**src/rtl/mmio_pkg.sv**
```systemverilog
`default_nettype none
// +------------------------------------------------------------------+
// | Package : mmio_pkg                                                |
// | Purpose : Shared MMIO offsets, status bit positions, FIFO depth   |
// |           default and the status-word packing helper for the     |
// |           UART MMIO controller.                                  |
// | Revision: 1.0 - initial release                                  |
// +------------------------------------------------------------------+
package mmio_pkg;

  localparam int FIFO_DEPTH_DEFAULT = 8;

  // Word-aligned offsets inside the 0x8000_00xx window
  localparam logic [7:0] ADDR_STATUS  = 8'h00;
  localparam logic [7:0] ADDR_RX_DATA = 8'h04;
  localparam logic [7:0] ADDR_TX_DATA = 8'h08;
  localparam logic [7:0] ADDR_CYCLE   = 8'h10;
  localparam logic [7:0] ADDR_INSTRET = 8'h14;
  localparam logic [7:0] ADDR_CNT_CLR = 8'h18;

  // Status register bit positions
  localparam int STAT_TX_NOT_FULL  = 0;
  localparam int STAT_RX_NOT_EMPTY = 1;
  localparam int STAT_TX_OVERFLOW  = 2;

  function automatic logic [31:0] pack_status(input logic tx_overflow,
                                              input logic rx_not_empty,
                                              input logic tx_not_full);
    logic [31:0] s;
    s                    = '0;
    s[STAT_TX_OVERFLOW]  = tx_overflow;
    s[STAT_RX_NOT_EMPTY] = rx_not_empty;
    s[STAT_TX_NOT_FULL]  = tx_not_full;
    return s;
  endfunction

endpackage
`default_nettype wire

```
**src/rtl/byte_fifo.sv**
```systemverilog
`default_nettype none
// +------------------------------------------------------------------+
// | Module  : byte_fifo                                               |
// | Purpose : Synchronous count-based byte FIFO. A push while full is |
// |           accepted only when a pop happens in the same cycle; a   |
// |           pop while empty is ignored.                             |
// | Ports   : clk, rst (async, active high), push/wdata, pop/rdata    |
// |           (rdata is the head byte), full, empty.                  |
// | Revision: 1.0 - initial release                                  |
// +------------------------------------------------------------------+
module byte_fifo #(
  parameter int DEPTH = 8
) (
  input  logic       clk,
  input  logic       rst,
  input  logic       push,
  input  logic [7:0] wdata,
  input  logic       pop,
  output logic [7:0] rdata,
  output logic       full,
  output logic       empty
);

  localparam int AW = $clog2(DEPTH);
  localparam int CW = AW + 1;
  localparam logic [CW-1:0] FULL_COUNT = CW'(DEPTH);

  logic [7:0]    mem_q [DEPTH];
  logic [AW-1:0] wr_ptr_q, wr_ptr_d;
  logic [AW-1:0] rd_ptr_q, rd_ptr_d;
  logic [CW-1:0] count_q, count_d;
  logic          do_push, do_pop;

  assign empty   = (count_q == '0);
  assign full    = (count_q == FULL_COUNT);
  assign do_pop  = pop & ~empty;
  // A full FIFO still takes a push when the head leaves in the same cycle
  assign do_push = push & (~full | do_pop);
  assign rdata   = mem_q[rd_ptr_q];

  always_comb begin
    wr_ptr_d = wr_ptr_q;
    rd_ptr_d = rd_ptr_q;
    count_d  = count_q;
    // Pointers are log2(DEPTH) wide, so the increment wraps modulo DEPTH
    if (do_push) wr_ptr_d = wr_ptr_q + AW'(1);
    if (do_pop)  rd_ptr_d = rd_ptr_q + AW'(1);
    case ({do_push, do_pop})
      2'b10:   count_d = count_q + CW'(1);
      2'b01:   count_d = count_q - CW'(1);
      default: count_d = count_q;
    endcase
  end

  always_ff @(posedge clk or posedge rst) begin
    if (rst) begin
      wr_ptr_q <= '0;
      rd_ptr_q <= '0;
      count_q  <= '0;
    end else begin
      wr_ptr_q <= wr_ptr_d;
      rd_ptr_q <= rd_ptr_d;
      count_q  <= count_d;
    end
  end

  // Storage carries no reset; validity is tracked by the pointers/count
  always_ff @(posedge clk) begin
    if (do_push) mem_q[wr_ptr_q] <= wdata;
  end

endmodule
`default_nettype wire

```
**src/rtl/uart_mmio_ctrl.sv**
```systemverilog
`default_nettype none
// +------------------------------------------------------------------+
// | Module  : uart_mmio_ctrl                                          |
// | Purpose : MMIO front end for a UART: TX/RX byte FIFOs, status     |
// |           word with sticky TX overflow, free-running cycle and    |
// |           retired-instruction counters.                           |
// | Ports   : clk, rst (async, active high)                           |
// |           mmio_en/we/addr/wdata -> mmio_rdata (registered load)   |
// |           inst_retired : instruction-retire pulse                 |
// |           tx_data/tx_valid/tx_ready : byte stream to transmitter  |
// |           rx_data/rx_valid/rx_ready : byte stream from receiver   |
// | Revision: 1.0 - initial release                                  |
// +------------------------------------------------------------------+
module uart_mmio_ctrl
  import mmio_pkg::*;
#(
  parameter int FIFO_DEPTH = FIFO_DEPTH_DEFAULT
) (
  input  logic        clk,
  input  logic        rst,
  input  logic        mmio_en,
  input  logic        mmio_we,
  input  logic [7:0]  mmio_addr,
  input  logic [7:0]  mmio_wdata,
  output logic [31:0] mmio_rdata,
  input  logic        inst_retired,
  output logic [7:0]  tx_data,
  output logic        tx_valid,
  input  logic        tx_ready,
  input  logic [7:0]  rx_data,
  input  logic        rx_valid,
  output logic        rx_ready
);

  logic        is_load, is_store;
  logic        tx_push, tx_pop, tx_full, tx_empty;
  logic        rx_push, rx_pop, rx_full, rx_empty;
  logic [7:0]  rx_head;
  logic        cnt_clr;

  logic [31:0] rdata_q, rdata_d;
  logic        tx_overflow_q, tx_overflow_d;
  logic [31:0] cycle_cnt_q, cycle_cnt_d;
  logic [31:0] inst_cnt_q, inst_cnt_d;

  assign is_load  = mmio_en & ~mmio_we;
  assign is_store = mmio_en & mmio_we;

  assign tx_valid = ~tx_empty;
  assign tx_pop   = tx_valid & tx_ready;
  // The FIFO itself decides whether a push to a full FIFO survives
  assign tx_push  = is_store & (mmio_addr == ADDR_TX_DATA);

  assign rx_ready = ~rx_full;
  assign rx_push  = rx_valid & rx_ready;
  assign rx_pop   = is_load & (mmio_addr == ADDR_RX_DATA) & ~rx_empty;

  assign cnt_clr  = is_store & (mmio_addr == ADDR_CNT_CLR);

  assign mmio_rdata = rdata_q;

  byte_fifo #(.DEPTH(FIFO_DEPTH)) u_tx_fifo (
    .clk   (clk),
    .rst   (rst),
    .push  (tx_push),
    .wdata (mmio_wdata),
    .pop   (tx_pop),
    .rdata (tx_data),
    .full  (tx_full),
    .empty (tx_empty)
  );

  byte_fifo #(.DEPTH(FIFO_DEPTH)) u_rx_fifo (
    .clk   (clk),
    .rst   (rst),
    .push  (rx_push),
    .wdata (rx_data),
    .pop   (rx_pop),
    .rdata (rx_head),
    .full  (rx_full),
    .empty (rx_empty)
  );

  always_comb begin
    rdata_d = rdata_q;
    if (is_load) begin
      case (mmio_addr)
        ADDR_STATUS:  rdata_d = pack_status(tx_overflow_q, ~rx_empty, ~tx_full);
        ADDR_RX_DATA: rdata_d = rx_empty ? 32'h0 : {24'h0, rx_head};
        ADDR_CYCLE:   rdata_d = cycle_cnt_q;
        ADDR_INSTRET: rdata_d = inst_cnt_q;
        default:      rdata_d = 32'h0;
      endcase
    end
  end

  always_comb begin
    tx_overflow_d = tx_overflow_q;
    // Dropped store: full and the head is not leaving this cycle
    if (tx_push & tx_full & ~tx_pop) tx_overflow_d = 1'b1;
    if (cnt_clr)                     tx_overflow_d = 1'b0;
  end

  always_comb begin
    cycle_cnt_d = cycle_cnt_q + 32'd1;
    inst_cnt_d  = inst_cnt_q + {31'd0, inst_retired};
    if (cnt_clr) begin
      cycle_cnt_d = 32'h0;
      inst_cnt_d  = 32'h0;
    end
  end

  always_ff @(posedge clk or posedge rst) begin
    if (rst) begin
      rdata_q       <= 32'h0;
      tx_overflow_q <= 1'b0;
      cycle_cnt_q   <= 32'h0;
      inst_cnt_q    <= 32'h0;
    end else begin
      rdata_q       <= rdata_d;
      tx_overflow_q <= tx_overflow_d;
      cycle_cnt_q   <= cycle_cnt_d;
      inst_cnt_q    <= inst_cnt_d;
    end
  end

endmodule
`default_nettype wire

```
**config.mk**
```make
export PLATFORM = sky130hd
export DESIGN_NAME = uart_mmio_ctrl
export DESIGN_NICKNAME = d
export VERILOG_FILES = /design/src/rtl/mmio_pkg.sv /design/src/rtl/byte_fifo.sv /design/src/rtl/uart_mmio_ctrl.sv
export SDC_FILE = /design/constraint.sdc
export NUM_CORES = 1
export LEC_CHECK = 0
export CAP_MARGIN = 40
export CELL_PAD_IN_SITES_DETAIL_PLACEMENT = 1
export CELL_PAD_IN_SITES_GLOBAL_PLACEMENT = 1
export CORE_MARGIN = 8
export CORE_UTILIZATION = 49
export CTS_CLUSTER_SIZE = 20
export DETAILED_ROUTE_END_ITERATION = 8
export GPL_TIMING_DRIVEN = 0
export PLACE_DENSITY = 0.84
export SLEW_MARGIN = 20
export SYNTH_ARGS = -nofsm -noshare
export SYNTH_HDL_FRONTEND = slang
export SYNTH_SLANG_ARGS = --single-unit
export TNS_END_PERCENT = 1
```
**constraint.sdc**
```tcl
create_clock -name clk -period 6 [get_ports clk]
set_clock_uncertainty 0.15 [all_clocks]
set_input_delay 1.8 -clock clk [delete_from_list [all_inputs] [get_ports clk]]
set_output_delay 1.8 -clock clk [all_outputs]
set_load 0.02 [all_outputs]
```
Run 1, metal 1:
Scale: 1.5 px per um.
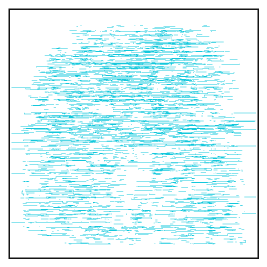
longest straight run	37.7 um
main direction	horizontal
nets with wire on the layer	897
share of all routed wire	44%

Run 1, track usage over the die:
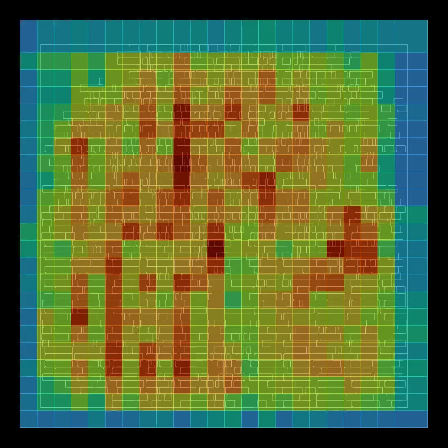
wire per inst: 22.7 um
GRT Total Usage: 20.6%
routing usage on met3: 2.94%

==> deck_impl_summary.md, run 1 <==
Implementation Results

Run status
  • Status: complete, no violations

Pwr
  • Peak supply drop: 0.238 mV
  • Leak: 4.75 nW

Place
  • DP HPWL: 19,100 um

Logic synthesis
  • Syn_area_per_cell: 13.4 um2
  • Asr flop ratio synth: 47.8%
  • Yosys xor share: 3.06%
  • Complex Gates by Area: 6.50%
  • Mux share: 12.1%
  • Post-Syn Area: 10,900 um2
  • Synth logic family: simple AND/OR/NAND/NOR gates
  • Cell type with the largest total area: edfxtp_1
  • Predominant post-synthesis flop cell: edfxtp_1
  • # Cells Yosys: 809
  • Synth unique cells: 54

Clocking
  • Hold_buf cts: 0
  • Clock Pin Slew Worst Setup and Hold Paths: 0.06 ns
  • Clk Latency, worst-skew pair: 0.52 ns
  • CTS Buf Count: 26
  • PostCTS Resize Cnt: 0
  • Clock tree buffer depth: 3
  • CTS tree: built
  • CTS H-tree lvls: 1

Critical path
  • CP arrival: 3.32 ns
  • Crit path capture type: output port
  • Sum of buffers and inverters on the critical path: 3
  • FF-to-FF Start: u_tx_fifo.count_q[0]$_DFFE_PP0P_
  • CP startpoint kind: register
  • Critical path class: register to output port
  • Worst Path Max Fanout: 10
  • Worst setup path startpoint: u_tx_fifo.rd_ptr_q[0]$_DFFE_PP0P_
  • Max stage delay cell, worst path: mux4_2

Global route
  • Largest net degree at the start of global routing: 61
  • Vias in the first global route: 7,692

Cells and area
  • Nonclk inv count: 18
  • Share of cells above drive strength 1: 11.7%
  • Seq/total area: 52.6%
  • Signal buffers share of area: 7.64%
  • Final instance area: 12,900 um2
  • Top cells excl fill/tap: edfxtp_1 (128), dfrtp_1 (117), clkdlybuf4s50_1 (72)
  • Flops: 245
  • Layout Nets: 963
  • Cell class ranked first by area: flip-flops and latches

Die
  • Rows: 54
  • Chip footprint: 27,200 um2

Routing
  • Vias post-DR: 7,242
  • Drt first pass iters: 5
  • Antenna-violating nets left: 0
  • Detailed Route Iter0 Violations: 496

STA
  • Pin slew with the least headroom to its limit: 0.837 ns
  • Slew headroom: 44.2%
  • Min cycle time layout: 5.27 ns

Worst hold path
  • Hold depth: 2
  • Hold path start: mmio_rdata[27]$_DFFE_PP0P_
Run 1, zoomed window:
Window x 111 to 136, y 111 to 136 um. Cells in gray, sequential cells in the stronger gray; small squares are vias.
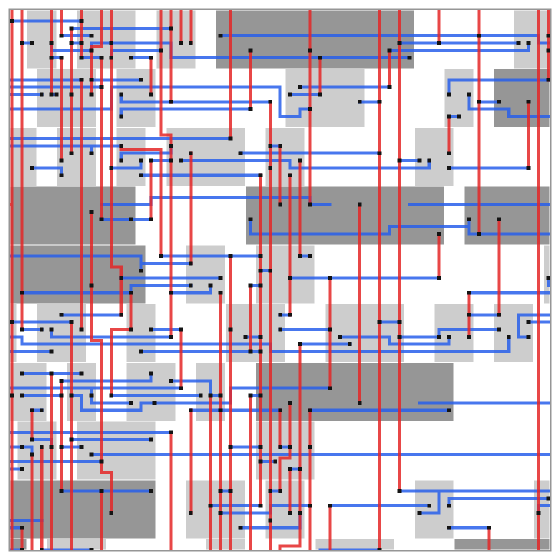
color	layer
red	met2
blue	met1
most frequent	nand2_1 (7), dfrtp_1 (6), o21ai_0 (5)
netlist names of flops here include	cycle_cnt_q (5), inst_cnt_q (1)
cells with their middle in the window	38
sequential cells in the window	6

-- run 1: stage by stage --
stage	utilization, %	power [mW]	hold WS (ns)	TNS [ns]
2_1_floorplan	-	2.70	0.301	0
3_3_place_gp	54.8	2.97	0.318	-119.45
3_5_place_dp	55.4	3.05	0.325	0
4_1_cts	58.9	4.51	0.338	0
5_1_grt	59.0	4.67	0.359	0
6_report	59.0	4.48	0.328	0
-- run 1: registers in the layout, summed over array words and instances, names as in the netlist --
name	flops
u_rx_fifo.wr_ptr_q	3
u_tx_fifo.mem_q	64
u_tx_fifo.rd_ptr_q	3
inst_cnt_q	32
tx_overflow_q	1
mmio_rdata	32
u_rx_fifo.mem_q	64
u_tx_fifo.count_q	4
u_rx_fifo.rd_ptr_q	3
u_rx_fifo.count_q	4
cycle_cnt_q	32
u_tx_fifo.wr_ptr_q	3
-- run 1: metal layers --
metal | vias up | track usage (%) | wire (um)
met5 | - | 0 | 0
met2 | 154 | 35.0 | 13800
met4 | 0 | 4.63 | 522
met1 | 3748 | 27.7 | 12200
met3 | 38 | 2.94 | 1170
li1 | 3302 | - | -
-- run 1: power by group --
part | switching [mW] | internal, mW | total, mW
registers | 0.153 | 1.95 | 2.10
clock network | 0.632 | 0.825 | 1.46
logic | 0.474 | 0.447 | 0.921
-- run 1: cell families after synthesis --
family	count (synthesis)
xor+xnor	38
compound gates	119
mux	90
fa+ha+maj	14
simple gates	240
buf+inv	63
flops	245
-- run 1: cell usage after synthesis, types with 18 or more instances --
cell type,number
inv_1,18
o31ai_1,23
nand3_1,22
o21ai_0,43
mux4_2,32
xnor2_1,22
a21oi_1,35
mux2i_1,44
nand2_1,56
nor2_1,41
edfxtp_1,128
dfrtp_1,117
or4_1,27
clkbuf_1,35
==> run 2, diff against run 1 <==
SLEW_MARGIN = default   (was 20)
Run 2, metal 1:
Scale: 1.5 px per um.
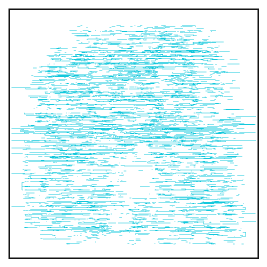
nets with wire on the layer	894
wire length on this layer	12,200 um
vias post-DR: 7,316
met1 Use GR: 27.3%
Detailed Route WL: 28,300 um

==> run 2 against run 1 <==
Worst setup slack worse by 0.023 ns; worst hold slack worse by 0.0012 ns; die area stayed put; register-to-register slack worse by 0.02 ns; largest cell class unchanged; design area is 0.67% higher; cell count stayed put; global-route usage is 0.51 points higher.
==> deck_impl_summary.md, run 2 <==
Implementation Results

Pwr
  • Peak supply drop: 0.273 mV (+14%)
  • Total power: 4.68 mW (+4.4%)
  • Leak: 4.80 nW (+1.2%)

Place
  • Placed Cells: 1,167
  • DP HPWL: 19,200 um (+0.93%)
  • Setup WS pre-CTS: 0.245 ns
  • Placed Area: 12,100 um2

Cells and area
  • Share of cells above drive strength 1: 12.4% (+0.64 points)
  • Layout Nets: 963 (unchanged)
  • Fin util: 59.4% (+0.40 points)
  • Top cells excl fill/tap: edfxtp_1 (128), dfrtp_1 (117), clkdlybuf4s50_1 (72)
  • Top flop regs: u_rx_fifo.mem_q x64, u_tx_fifo.mem_q x64
  • Final instance area: 13,000 um2 (+0.67%)

Routing
  • Detailed Route Iter0 Violations: 394 (-21%)
  • Drt first pass iters: 4 (-1)
  • # DRC: 0
  • Wire per inst: 23.2 um (+2.3%)
  • Met3 Wirelength: 1230 um (+5.1%)
  • Met1 WL: 12,200 um (+0.28%)
  • DR top layer: met4
  • Antenna-violating nets left: 0 (unchanged)
  • Wire length on met2: 14,300 um (+3.8%)

Die
  • Die Y: 165 um
  • Rows: 54 (unchanged)
  • Chip footprint: 27,200 um2 (unchanged)

STA
  • Slew headroom: 38.2% (-6.0 points)
  • Final Hold Slack: 0.326 ns (-0.00123 ns)
  • Setup TNS: 0 ns (unchanged)
  • Min cycle time layout: 5.29 ns (+0.0232 ns)
  • Pin slew with the least headroom to its limit: 0.920 ns (+0.0835 ns)
  • Slew Viols, Final: 0

Flow run
  • Maximum Capacitance Violations: 0

Global route
  • Grt met2 use: 36.7% (+1.7 points)
  • Busiest grt layer: met2
  • Routing usage on met3: 3.59% (+0.65 points)
  • Largest net degree at the start of global routing: 61 (unchanged)
  • Congestion Overflow GR: 0
  • GRT Total Usage: 21.1% (+0.51 points)
  • Vias in the first global route: 7,823 (+1.7%)

Critical path
  • Worst setup path startpoint: u_tx_fifo.rd_ptr_q[0]$_DFFE_PP0P_
  • CP arrival: 3.34 ns (+0.02 ns)
  • Worst Path Max Fanout: 10 (unchanged)
  • Sum of buffers and inverters on the critical path: 3 (unchanged)
  • FF-to-FF Start: u_tx_fifo.count_q[0]$_DFFE_PP0P_
  • Critical path class: register to output port
  • Max stage delay cell, worst path: clkbuf_1
  • Crit path capture type: output port
  • CP startpoint kind: register

Clocking
  • Clk Latency, worst-skew pair: 0.53 ns (about the same)
  • Hold_buf cts: 0 (unchanged)
  • CTS tree: built
  • CTS H-tree lvls: 1 (unchanged)
  • Clock Pin Slew Worst Setup and Hold Paths: 0.06 ns (about the same)
  • PostCTS Resize Cnt: 0 (unchanged)
  • CTS Buf Count: 26 (unchanged)
  • Clock tree buffer depth: 3 (unchanged)

Logic synthesis
  • Synth area leaders: edfxtp_1 (35%), dfrtp_1 (27%), mux4_2 (6.6%)
  • Syn_area_per_cell: 13.4 um2 (unchanged)
  • Commonest cells post-synth: edfxtp_1 (128), dfrtp_1 (117), nand2_1 (56)
  • Synth logic family: simple AND/OR/NAND/NOR gates
  • Yosys xor share: 3.06% (unchanged)
  • Synth unique cells: 54 (unchanged)
  • Predominant post-synthesis flop cell: edfxtp_1
  • Yosys chip area: 10,900 um2
  • Number of enable flip-flop cells: 128
  • Asr flop ratio synth: 47.8% (unchanged)
  • Post-Syn Area: 10,900 um2 (unchanged)
  • #FFs+latches synth: 245
  • Synth top cell by count: edfxtp_1
  • Mux share: 12.1% (unchanged)
  • Complex Gates by Area: 6.50% (unchanged)
  • # Cells Yosys: 809 (unchanged)
  • Cell type with the largest total area: edfxtp_1

Run status
  • Status: complete, no violations
[run 2: kinds of logic (layout without fill, tap and decap cells)]
logic type / after synthesis / in the layout
simple gates: 240 / 240
xor+xnor: 38 / 38
flops: 245 / 245
buf+inv: 63 / 192
mux: 90 / 90
compound gates: 119 / 119
fa+ha+maj: 14 / 14
[run 2: how the worst min path moves through the flow]
stage / slack, ns / cells past startpoint / to / start
6_report: 0.33 / 2 / mmio_rdata[27]$_DFFE_PP0P_ / mmio_rdata[27]$_DFFE_PP0P_
5_1_grt: 0.37 / 2 / mmio_rdata[18]$_DFFE_PP0P_ / mmio_rdata[18]$_DFFE_PP0P_
4_1_cts: 0.34 / 2 / mmio_rdata[27]$_DFFE_PP0P_ / mmio_rdata[27]$_DFFE_PP0P_
3_5_place_dp: 0.32 / 2 / mmio_rdata[27]$_DFFE_PP0P_ / mmio_rdata[27]$_DFFE_PP0P_
3_3_place_gp: 0.32 / 2 / mmio_rdata[20]$_DFFE_PP0P_ / mmio_rdata[20]$_DFFE_PP0P_
2_1_floorplan: 0.30 / 1 / u_tx_fifo.count_q[3]$_DFFE_PP0P_ / u_tx_fifo.count_q[3]$_DFFE_PP0P_
[run 2: power by group]
part,switching (mW),leakage [nW],internal (mW)
sequential,0.159,2.66,1.95
clock,0.653,0.427,0.990
combinational,0.482,1.72,0.445
total,1.29,4.80,3.38
[run 2: area by class of cell]
class / instances / area [um2]
Sequential cell: 245 / 6770
Inverter: 18 / 72.6
Multi-Input combinational cell: 501 / 3910
Timing Repair Buffer: 81 / 806
Clock buffer: 32 / 694
Clock inverter: 16 / 176
Buffer: 45 / 175
Tap cell: 280 / 350
Fill cell: 2140 / 8870
==> run 3, diff against run 2 <==
SKIP_LAST_GASP = 1   (was default)
Run 3, gate-type map:
Scale: 1.5 px per um.
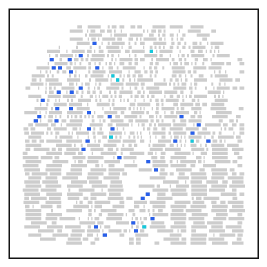
color	family	cells
blue	XOR/XNOR gates	38
cyan	AND-OR and OR-AND gates	6
most common logic cell in the routed design: edfxtp_1
Non-Filler Instances: 1,218
Comb area share: 30.2%

==> run 3 against run 2 <==
Via count stayed put; sequential cell count unchanged; non-clock buffer count did not move; wire length is the same; sequential share of layout area unchanged; cell count did not move; design area stayed put.
==> deck_impl_summary.md, run 3 <==
Implementation Results

Die
  • Die Y: 165 um (unchanged)
  • Chip footprint: 27,200 um2 (unchanged)

Worst hold path
  • Hold depth: 2 (unchanged)
  • Hold path start: mmio_rdata[27]$_DFFE_PP0P_

Clocking
  • PostCTS Resize Cnt: 0 (unchanged)
  • CTS Buf Count: 26 (unchanged)
  • Clk Latency, worst-skew pair: 0.53 ns (about the same)
  • Hold_buf cts: 0 (unchanged)
  • CTS tree: built
  • Clock tree buffer depth: 3 (unchanged)

Logic synthesis
  • Commonest cells post-synth: edfxtp_1 (128), dfrtp_1 (117), nand2_1 (56)
  • Synth top cell by count: edfxtp_1
  • Cell type with the largest total area: edfxtp_1
  • Number of enable flip-flop cells: 128 (unchanged)
  • Synth area leaders: edfxtp_1 (35%), dfrtp_1 (27%), mux4_2 (6.6%)
  • Yosys chip area: 10,900 um2 (unchanged)
  • Synth unique cells: 54 (unchanged)
  • Post-Syn Area: 10,900 um2 (unchanged)
  • Predominant post-synthesis flop cell: edfxtp_1

Pwr
  • Int Pwr: 3.38 mW (unchanged)
  • Seq power: 2.11 mW (about the same)
  • Net switching power: 1.29 mW (unchanged)
  • Peak supply drop: 0.273 mV (unchanged)
  • Clk network pwr share: 35.1% (about the same)
  • Combinational power: 927 uW (about the same)
  • Logic pwr share: 19.8% (about the same)
  • Clock Power: 1.64 mW (about the same)

Critical path
  • Max stage delay cell, worst path: clkbuf_1
  • Crit path capture type: output port
  • Worst Path Max Fanout: 10 (unchanged)
  • CP arrival: 3.34 ns (about the same)
  • CP startpoint kind: register
  • Critical path class: register to output port

Place
  • Placed Cells: 1,167 (unchanged)
  • DP HPWL: 19,200 um (unchanged)

Routing
  • Wire per inst: 23.2 um (unchanged)
  • Detailed Route WL: 28,300 um (unchanged)
  • Detailed Route Iter0 Violations: 394 (unchanged)

Cells and area
  • Share of cells above drive strength 1: 12.4% (unchanged)
  • Fill cells: 2,140 (unchanged)
  • Layout Nets: 963 (unchanged)

Run status
  • Status: complete, no violations

STA
  • Min cycle time layout: 5.29 ns (unchanged)
run 3: cell counts after synthesis:
Identical to the previous run, type by type.
run 3: layer usage:
metal | GRT usage, % | wire, um | share of wire (%) | up-vias
li1 | - | - | - | 3304
met1 | 27.3 | 12200 | 43 | 3806
met2 | 36.7 | 14300 | 51 | 166
met3 | 3.59 | 1230 | 4.3 | 40
met4 | 4.83 | 549 | 1.9 | 0
met5 | 0 | 0 | 0 | -
run 3: tightest hold or removal path, delay by kind of cell, from the launching register on:
family	cells	cell delay [ns]
flops	1	0.34
compound gates	1	0.06
simple gates	1	0.05
run 3: cell type report:
class / count / share of cell area, %
Clock buffer: 32 / 5.36
Sequential cell: 245 / 52.3
Buffer: 45 / 1.35
Tap cell: 280 / 2.70
Multi-Input combinational cell: 501 / 30.2
Inverter: 18 / 0.560
Clock inverter: 16 / 1.36
Timing Repair Buffer: 81 / 6.22
run 3: how the worst max path moves through the flow:
stage	slack (ns)	to	startpoint
final	0.71	tx_data[6]	u_tx_fifo.rd_ptr_q[0]$_DFFE_PP0P_
after global routing	0.51	tx_data[6]	u_tx_fifo.rd_ptr_q[0]$_DFFE_PP0P_
after CTS	0.60	tx_data[6]	u_tx_fifo.rd_ptr_q[0]$_DFFE_PP0P_
after detailed placement	0.25	u_rx_fifo.count_q[2]$_DFFE_PP0P_	mmio_addr[2]
after global placement	-1.03	cycle_cnt_q[22]$_DFF_PP0_	rst
after floorplan	0.95	cycle_cnt_q[0]$_DFF_PP0_	rst
run 3: logic make-up after synthesis:
family	Yosys count	share of synthesized area (%)
muxes	90	12.1
xor gates and xnor gates	38	3.06
and+or+nand+nor	240	12.2
adders and majority gates	14	1.68
DFF	245	62.2
AOI/OAI and AO/OA	119	6.50
buffers and inverters	63	2.23
Power figures rest on the tool's default switching activity, not on a simulated workload.
